Cell outlines without signal wires:
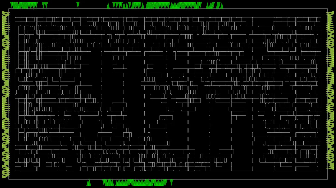
Clock distribution:
(2 px per um)
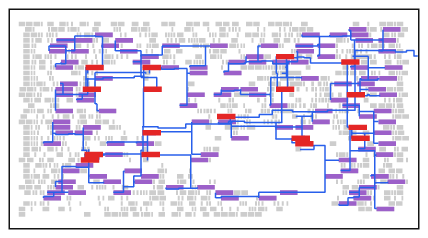
Where the registers sit:
(2 px per um)
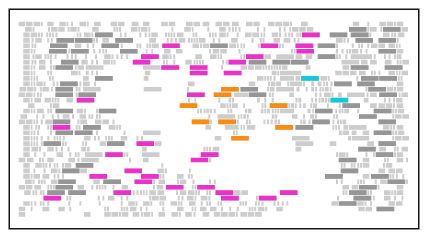
Wires at chosen ports, followed through buffers:
(3 px per um)
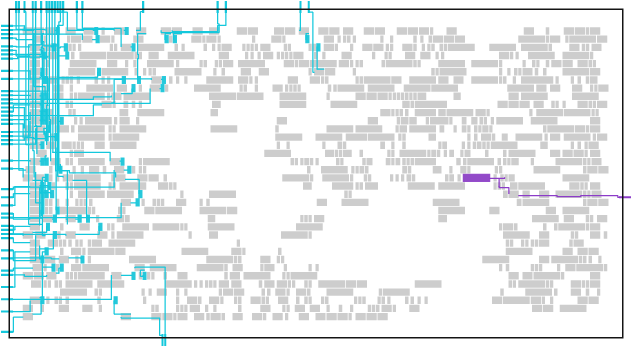
### src/rtl/core_bus_pkg.sv
// core_bus_pkg: shared encodings for the core memory port arbiter
package core_bus_pkg;
    localparam logic [1:0] SZ_BYTE = 2'b00;
    localparam logic [1:0] SZ_HALF = 2'b01;
    localparam logic [1:0] SZ_WORD = 2'b10;
    localparam logic [1:0] SZ_ILL  = 2'b11;
    localparam logic PRIO_RR    = 1'b0;
    localparam logic PRIO_FIXED = 1'b1;
    typedef enum logic [1:0] {IDLE, RD_WAIT, WR_WAIT} state_t;
    function automatic int idx_w(input int n);
        return n > 1 ? $clog2(n) : 1;
    endfunction
endpackage

### src/rtl/core_mem_port_arb_if.sv
// core_mem_port_arb_if: requester-side handshake and AHB-style bus pins of the arbiter
interface core_mem_port_arb_if #(
    parameter int CH_NUM = 2,
    parameter int ADDR_W = 32,
    parameter int DATA_W = 32
);
    logic [CH_NUM-1:0]        req_rd_en;
    logic [CH_NUM-1:0]        req_wr_en;
    logic [CH_NUM*ADDR_W-1:0] req_addr;
    logic [CH_NUM*DATA_W-1:0] req_wr_data;
    logic [CH_NUM*2-1:0]      req_size;
    logic [CH_NUM-1:0]        req_ack;
    logic [CH_NUM-1:0]        rsp_vld;
    logic                     rsp_err;
    logic [DATA_W-1:0]        rsp_data;
    logic                     ahb_rd_en;
    logic                     ahb_wr_en;
    logic [ADDR_W-1:0]        ahb_addr;
    logic [DATA_W-1:0]        ahb_wr_data;
    logic [1:0]               ahb_size;
    logic [DATA_W-1:0]        ahb_rd_data;
    logic                     ahb_rd_vld;
    logic                     ahb_busy;
    modport slave (
        input  req_rd_en, req_wr_en, req_addr, req_wr_data, req_size,
        input  ahb_rd_data, ahb_rd_vld, ahb_busy,
        output req_ack, rsp_vld, rsp_err, rsp_data,
        output ahb_rd_en, ahb_wr_en, ahb_addr, ahb_wr_data, ahb_size
    );
    modport master (
        output req_rd_en, req_wr_en, req_addr, req_wr_data, req_size,
        output ahb_rd_data, ahb_rd_vld, ahb_busy,
        input  req_ack, rsp_vld, rsp_err, rsp_data,
        input  ahb_rd_en, ahb_wr_en, ahb_addr, ahb_wr_data, ahb_size
    );
endinterface

### src/rtl/rr_arbiter.sv
// rr_arbiter: one-hot grant, round-robin from a registered pointer or fixed priority from ch0
module rr_arbiter
    import core_bus_pkg::*;
#(
    parameter int CH_NUM = 2
) (
    input  logic                      clk,
    input  logic                      rst_n,
    input  logic [CH_NUM-1:0]         req,
    input  logic                      mode,
    input  logic                      upd,
    output logic [CH_NUM-1:0]         gnt,
    output logic [idx_w(CH_NUM)-1:0]  gnt_idx
);
    localparam int IW = idx_w(CH_NUM);
    logic [IW-1:0] ptr;
    logic found;
    int j;
    always_comb begin
        gnt = '0;
        gnt_idx = '0;
        found = 1'b0;
        j = 0;
        for (int i = 0; i < CH_NUM; i++) begin
            j = (mode == PRIO_FIXED ? 0 : int'(ptr)) + i;
            j = j >= CH_NUM ? j - CH_NUM : j;
            if (!found && req[j]) begin
                found = 1'b1;
                gnt[j] = 1'b1;
                gnt_idx = IW'(j);
            end
        end
    end
    always_ff @(posedge clk or negedge rst_n)
        if (!rst_n) ptr <= '0;
        else if (upd && mode == PRIO_RR) ptr <= int'(gnt_idx) == CH_NUM - 1 ? '0 : gnt_idx + 1'b1;
endmodule

### src/rtl/core_mem_port_arb.sv
// core_mem_port_arb: shares one AHB-style load/store port between CH_NUM requesters
module core_mem_port_arb
    import core_bus_pkg::*;
#(
    parameter int CH_NUM    = 2,
    parameter int ADDR_W    = 32,
    parameter int DATA_W    = 32,
    parameter int PRIO_MODE = 0,
    parameter int TIMEOUT   = 255
) (
    input  logic                clk,
    input  logic                rst_n,
    core_mem_port_arb_if.slave  bus
);
    localparam int IW = idx_w(CH_NUM);
    localparam int TW = TIMEOUT > 0 ? $clog2(TIMEOUT + 1) : 1;
    state_t state, state_nx;
    logic [CH_NUM-1:0] act, gnt, ack_nx, vld_nx;
    logic [IW-1:0] gnt_idx, cur;
    logic [TW-1:0] cnt;
    logic [ADDR_W-1:0] w_addr;
    logic [DATA_W-1:0] w_data;
    logic [1:0] w_size;
    logic take, ill, wr_sel, issue, rd_done, wr_done, to_hit, err_nx;
    assign act     = (bus.req_rd_en | bus.req_wr_en) & ~bus.req_ack;
    assign take    = state == IDLE && |act && !bus.ahb_busy;
    assign w_addr  = bus.req_addr[gnt_idx*ADDR_W +: ADDR_W];
    assign w_data  = bus.req_wr_data[gnt_idx*DATA_W +: DATA_W];
    assign w_size  = bus.req_size[gnt_idx*2 +: 2];
    assign ill     = w_size == SZ_ILL;
    assign wr_sel  = bus.req_wr_en[gnt_idx];
    assign issue   = take && !ill;
    assign rd_done = state == RD_WAIT && !bus.ahb_rd_en && bus.ahb_rd_vld;
    assign wr_done = state == WR_WAIT && !bus.ahb_wr_en && !bus.ahb_busy;
    assign to_hit  = TIMEOUT != 0 && state != IDLE && cnt == TW'(TIMEOUT);
    rr_arbiter #(.CH_NUM(CH_NUM)) u_arb (
        .clk     (clk),
        .rst_n   (rst_n),
        .req     (act),
        .mode    (PRIO_MODE == 1 ? PRIO_FIXED : PRIO_RR),
        .upd     (take),
        .gnt     (gnt),
        .gnt_idx (gnt_idx)
    );
    always_comb begin
        state_nx = state;
        ack_nx = take ? gnt : '0;
        vld_nx = '0;
        err_nx = 1'b0;
        if (issue) state_nx = wr_sel ? WR_WAIT : RD_WAIT;
        else if (take) begin
            vld_nx = gnt;
            err_nx = 1'b1;
        end else if (rd_done || wr_done || to_hit) begin
            state_nx = IDLE;
            vld_nx = CH_NUM'(1) << cur;
            err_nx = !rd_done && !wr_done;
        end
    end
    always_ff @(posedge clk or negedge rst_n)
        if (!rst_n) state <= IDLE;
        else state <= state_nx;
    always_ff @(posedge clk or negedge rst_n) begin
        if (!rst_n) begin
            bus.req_ack     <= '0;
            bus.rsp_vld     <= '0;
            bus.rsp_err     <= 1'b0;
            bus.rsp_data    <= '0;
            bus.ahb_rd_en   <= 1'b0;
            bus.ahb_wr_en   <= 1'b0;
            bus.ahb_addr    <= '0;
            bus.ahb_wr_data <= '0;
            bus.ahb_size    <= '0;
            cur             <= '0;
            cnt             <= '0;
        end else begin
            bus.req_ack   <= ack_nx;
            bus.rsp_vld   <= vld_nx;
            bus.rsp_err   <= err_nx;
            bus.ahb_rd_en <= issue && !wr_sel;
            bus.ahb_wr_en <= issue && wr_sel;
            cnt <= issue ? '0 : (TIMEOUT != 0 && state != IDLE) ? cnt + 1'b1 : cnt;
            if (issue) begin
                bus.ahb_addr    <= w_addr;
                bus.ahb_wr_data <= w_data;
                bus.ahb_size    <= w_size;
                cur             <= gnt_idx;
            end
            if (rd_done) bus.rsp_data <= bus.ahb_rd_data;
        end
    end
endmodule
### src/flat_wrapper.sv
// flat-port wrapper written by rule: the top's interface ports become plain ports
module core_mem_port_arb_flat import core_bus_pkg::*;
#(
    parameter int CH_NUM    = 2,
    parameter int ADDR_W    = 32,
    parameter int DATA_W    = 32,
    parameter int PRIO_MODE = 0,
    parameter int TIMEOUT   = 255
)
  (clk, rst_n, bus_req_rd_en, bus_req_wr_en, bus_req_addr, bus_req_wr_data, bus_req_size, bus_ahb_rd_data, bus_ahb_rd_vld, bus_ahb_busy, bus_req_ack, bus_rsp_vld, bus_rsp_err, bus_rsp_data, bus_ahb_rd_en, bus_ahb_wr_en, bus_ahb_addr, bus_ahb_wr_data, bus_ahb_size);
  core_mem_port_arb_if #(.CH_NUM(CH_NUM), .ADDR_W(ADDR_W), .DATA_W(DATA_W)) bus_i ();
  input  logic clk;
  input  logic rst_n;
  input wire logic [$bits(bus_i.req_rd_en)-1:0] bus_req_rd_en;
  input wire logic [$bits(bus_i.req_wr_en)-1:0] bus_req_wr_en;
  input wire logic [$bits(bus_i.req_addr)-1:0] bus_req_addr;
  input wire logic [$bits(bus_i.req_wr_data)-1:0] bus_req_wr_data;
  input wire logic [$bits(bus_i.req_size)-1:0] bus_req_size;
  input wire logic [$bits(bus_i.ahb_rd_data)-1:0] bus_ahb_rd_data;
  input wire logic [$bits(bus_i.ahb_rd_vld)-1:0] bus_ahb_rd_vld;
  input wire logic [$bits(bus_i.ahb_busy)-1:0] bus_ahb_busy;
  output wire logic [$bits(bus_i.req_ack)-1:0] bus_req_ack;
  output wire logic [$bits(bus_i.rsp_vld)-1:0] bus_rsp_vld;
  output wire logic [$bits(bus_i.rsp_err)-1:0] bus_rsp_err;
  output wire logic [$bits(bus_i.rsp_data)-1:0] bus_rsp_data;
  output wire logic [$bits(bus_i.ahb_rd_en)-1:0] bus_ahb_rd_en;
  output wire logic [$bits(bus_i.ahb_wr_en)-1:0] bus_ahb_wr_en;
  output wire logic [$bits(bus_i.ahb_addr)-1:0] bus_ahb_addr;
  output wire logic [$bits(bus_i.ahb_wr_data)-1:0] bus_ahb_wr_data;
  output wire logic [$bits(bus_i.ahb_size)-1:0] bus_ahb_size;
  assign bus_i.req_rd_en = bus_req_rd_en;
  assign bus_i.req_wr_en = bus_req_wr_en;
  assign bus_i.req_addr = bus_req_addr;
  assign bus_i.req_wr_data = bus_req_wr_data;
  assign bus_i.req_size = bus_req_size;
  assign bus_i.ahb_rd_data = bus_ahb_rd_data;
  assign bus_i.ahb_rd_vld = bus_ahb_rd_vld;
  assign bus_i.ahb_busy = bus_ahb_busy;
  assign bus_req_ack = bus_i.req_ack;
  assign bus_rsp_vld = bus_i.rsp_vld;
  assign bus_rsp_err = bus_i.rsp_err;
  assign bus_rsp_data = bus_i.rsp_data;
  assign bus_ahb_rd_en = bus_i.ahb_rd_en;
  assign bus_ahb_wr_en = bus_i.ahb_wr_en;
  assign bus_ahb_addr = bus_i.ahb_addr;
  assign bus_ahb_wr_data = bus_i.ahb_wr_data;
  assign bus_ahb_size = bus_i.ahb_size;
  core_mem_port_arb #(.CH_NUM(CH_NUM), .ADDR_W(ADDR_W), .DATA_W(DATA_W), .PRIO_MODE(PRIO_MODE), .TIMEOUT(TIMEOUT)) u_core (.clk(clk), .rst_n(rst_n), .bus(bus_i));
endmodule
### config.mk
export PLATFORM = sky130hd
export DESIGN_NAME = core_mem_port_arb_flat
export DESIGN_NICKNAME = d
export VERILOG_FILES = /design/src/rtl/core_bus_pkg.sv /design/src/rtl/core_mem_port_arb_if.sv /design/src/rtl/rr_arbiter.sv /design/src/rtl/core_mem_port_arb.sv /design/src/flat_wrapper.sv
export SDC_FILE = /design/constraint.sdc
export NUM_CORES = 1
export LEC_CHECK = 0
export ABC_AREA = 1
export CORE_AREA = 4 4 200 105
export CTS_BUF_LIST = sky130_fd_sc_hd__clkbuf_4 sky130_fd_sc_hd__clkbuf_8 sky130_fd_sc_hd__clkbuf_16
export CTS_CLUSTER_SIZE = 40
export DETAILED_ROUTE_END_ITERATION = 10
export DIE_AREA = 0 0 204 109
export GPL_ROUTABILITY_DRIVEN = 0
export PLACE_DENSITY = 0.68
export SLEW_MARGIN = 20
export SYNTH_ARGS = -nofsm -noshare
export SYNTH_HDL_FRONTEND = slang
export SYNTH_HIERARCHICAL = 1
export SYNTH_SLANG_ARGS = --single-unit
export TNS_END_PERCENT = 100
### constraint.sdc
create_clock -name clk -period 3.45 [get_ports clk]
set_input_delay 0.8625 -clock clk [delete_from_list [all_inputs] [get_ports clk]]
set_output_delay 0.8625 -clock clk [all_outputs]
set_load 0.03 [all_outputs]
==> deck_impl_summary.md <==
Key Metrics from the Run

Die
  • Die width: just over 200 um
  • Chip height: 109 um
  • FP Rows: 36
  • Number of well taps: 266
  • Init Core Util: 28.70%
  • Core Box Area: 0.01914 sq mm
  • DIE AREA: 0.02224 sq mm

Worst setup path
  • Critical path endpoint category: flip-flop
  • End of the critical path: u_core/bus.ahb_wr_data[19]$_DFFE_PN0P_
  • CP cell instances: clkdlybuf4s50_1 -> o21bai_1 -> inv_1 -> nand2_1 -> nand2_2 -> nand2_1 -> nand2_1 -> nand2_1 -> nand3_4 -> inv_2 -> buf_4 -> nand2_1 -> nand2_1
  • R2R depth: 13
  • Arr. time, crit path: ~3.1 ns
  • Crit-path most repeated cell: nand2_1
  • CP startpoint kind: input pin
  • Critical path peak fanout: 42
  • Setup CP Type: in2reg
  • CP max-delay cell: clkdlybuf4s50_1
  • Crit-path max cell delay: 0.45 ns
  • Worst EP required: 3.79 ns
  • Flop2flop setup slack: 1.24 ns

Final layout
  • Commonest Layout Cell: nand2_1
  • Layout overhead on the synthesized area: 66.50%
  • Top Layout Cells: 530 x nand2_1, 275 x clkdlybuf4s50_1, 117 x dfrtp_1
  • Count of clock buffers in the final design: 17
  • Share of cells above drive strength 1: ~5.5%
  • Comb gates: a little under 600
  • Finished Cell Area: 0.009148 sq mm
  • Non-clock buffer total of the final layout: between 200 and 300
  • Non-clock buffer share: 31.71%
  • Finished Layout Cells: around 1.3k
  • ClkCell Share: 6.374%

Global routing
  • Grt met2 use: about a quarter
  • Vias in the first global route: 5,537
  • Global-route wire length before repair: roughly 30 mm
  • Global routing usage on met1: 23.61%
  • M3 GR Usage: 8.262%
  • Busiest grt layer: met2
  • Largest net degree at the start of global routing: 69

Place
  • Placed Cells: 1,284
  • Dpl cell area: between 0.008 and 0.009 sq mm
  • Placement Setup Slack: 0.2904 ns

Detailed routing
  • WL met1: ~9.2 mm
  • Met2 WL: 8.278 mm
  • Final wirelength: about 20 mm
  • Length of routed met3 wiring: 2.051 mm
  • Drt pass-1 iters: 4
  • Via density: 4.210
  • Top Layer Used: met4
  • Via count: 5,549
  • DRC errors left: 0
  • DRT antenna net count: 0

Clock tree
  • Num CTS Buffers: 17
  • Clk Tree Root Cell: clkbuf_16
  • Worst-path clk slew: around 0.050 ns
  • Cts-stage hold buffer count: 0
  • Deepest clock path buffer count: 2
  • TritonCTS clock tree: done
  • Post_cts resized: 0
  • Clock sinks: 117
  • Post-CTS setup buffers: 0

Power
  • Total power: 0.008145 W
  • Cell internal pwr: 0.004601 W
  • Net Sw Power: ~0.0035 W
  • Comb. pwr: 0.00411 W
  • Pwr dens: 890.4 mW/mm^2
  • Pleak: 4.614 nW
  • Largest power group: combinational logic
  • Sequential power share: 28.3%

Worst hold path
  • Hold crit path type: reg2reg
  • Hold Path Stages: 2
  • Hold path start: u_core/bus.rsp_data[17]$_DFFE_PN0P_

Yosys
  • Count leader, synth: nand2_1
  • Yosys cell types: 22
  • Area leader, netlist: dfrtp_1
  • Register area share after synthesis: 53.29%
  • Avg Cell Area, Syn: 7.201 sq um
  • Yosys warns: 6
  • Most frequent cells after synthesis: 531 x nand2_1, 117 x dfrtp_1, 21 x inv_1
  • #FFs+latches synth: ~120
  • Top-area cell share: between 50% and 60%
  • Chip Area, Yosys: 0.005494 sq mm
  • Synthesized cell area: 0.005494 sq mm
  • Syn Inst Count: roughly 760

STA
  • Fin. max-slew vios: 0
  • Fin Setup TNS: 0 ns
  • RSZ-0062 raised after global routing: no
  • Setup-failing EPs final: 0
  • Setup WS post-layout: 0.6934 ns
  • Max-slew headroom: a little under three fifths
  • Max Clock Freq: 0.3628 GHz
  • Hold_ws: 0.4649 ns
  • Worst-Margin Slew: 0.6742 ns

Run status
  • Outcome: finished clean
## Picture notes: 'cell outlines without signal wires'
fraction of area in registers: 32.01%
final core occ: 47.78%
final-layout fill cell count: 1,873

## Picture notes: 'clock distribution'
Key: flip-flops = purple [count 117]; clock wires = blue [length 1,830 um]; clock-net drivers = red [count 17]
Position of the flops: all over the die.
Final Skew: 0.01212 ns
Clock net power: 0.00174 W
clk_lat worst skew: 0.41 ns
Clock power frac: 21.3%

## Picture notes: 'where the registers sit'
Key: u_core/cnt = orange [sequential cells 8, where centre]; u_core/bus.ahb_addr = magenta [sequential cells 32]; u_core/bus.req_ack = cyan [sequential cells 2]
Another 75 sequential cells are not coloured.
Seq. pwr: 0.00230 W
Flop area: 0.002928 sq mm

## Picture notes: 'wires at chosen ports, followed through buffers'
Key: bus_ahb_rd_en = purple [bits 1, direction output, edge right, end cells 1, buffers 1, wire 49.3 um]; bus_req_wr_data = cyan [bits 64, direction input, edge 42 left, 20 top, 2 bottom, end cells 64, buffers 64, wire 1,950 um]
# IOs: 277
# port buffers: 276

==> cell families (layout without fill, tap and decap cells) <==
logic type                 after synthesis  count (layout)  synth area share (%)
DFF                                    117             117                 53.29
other                                    1               5               0.06826
xor gates and xnor gates                 3               3                0.4783
buffers and inverters                   62             347                 5.261
and+or+nand+nor                        568             568                 39.56
adders and majority gates                1               1                0.2277
AOI/OAI and AO/OA                       11              11                 1.116
==> critical path: cells and delay by family <==
family	cells	cell delay [ns]
buf+inv	4	1.11
simple gates	8	0.85
compound gates	1	0.25
Power is estimated from default activity; no workload was simulated.
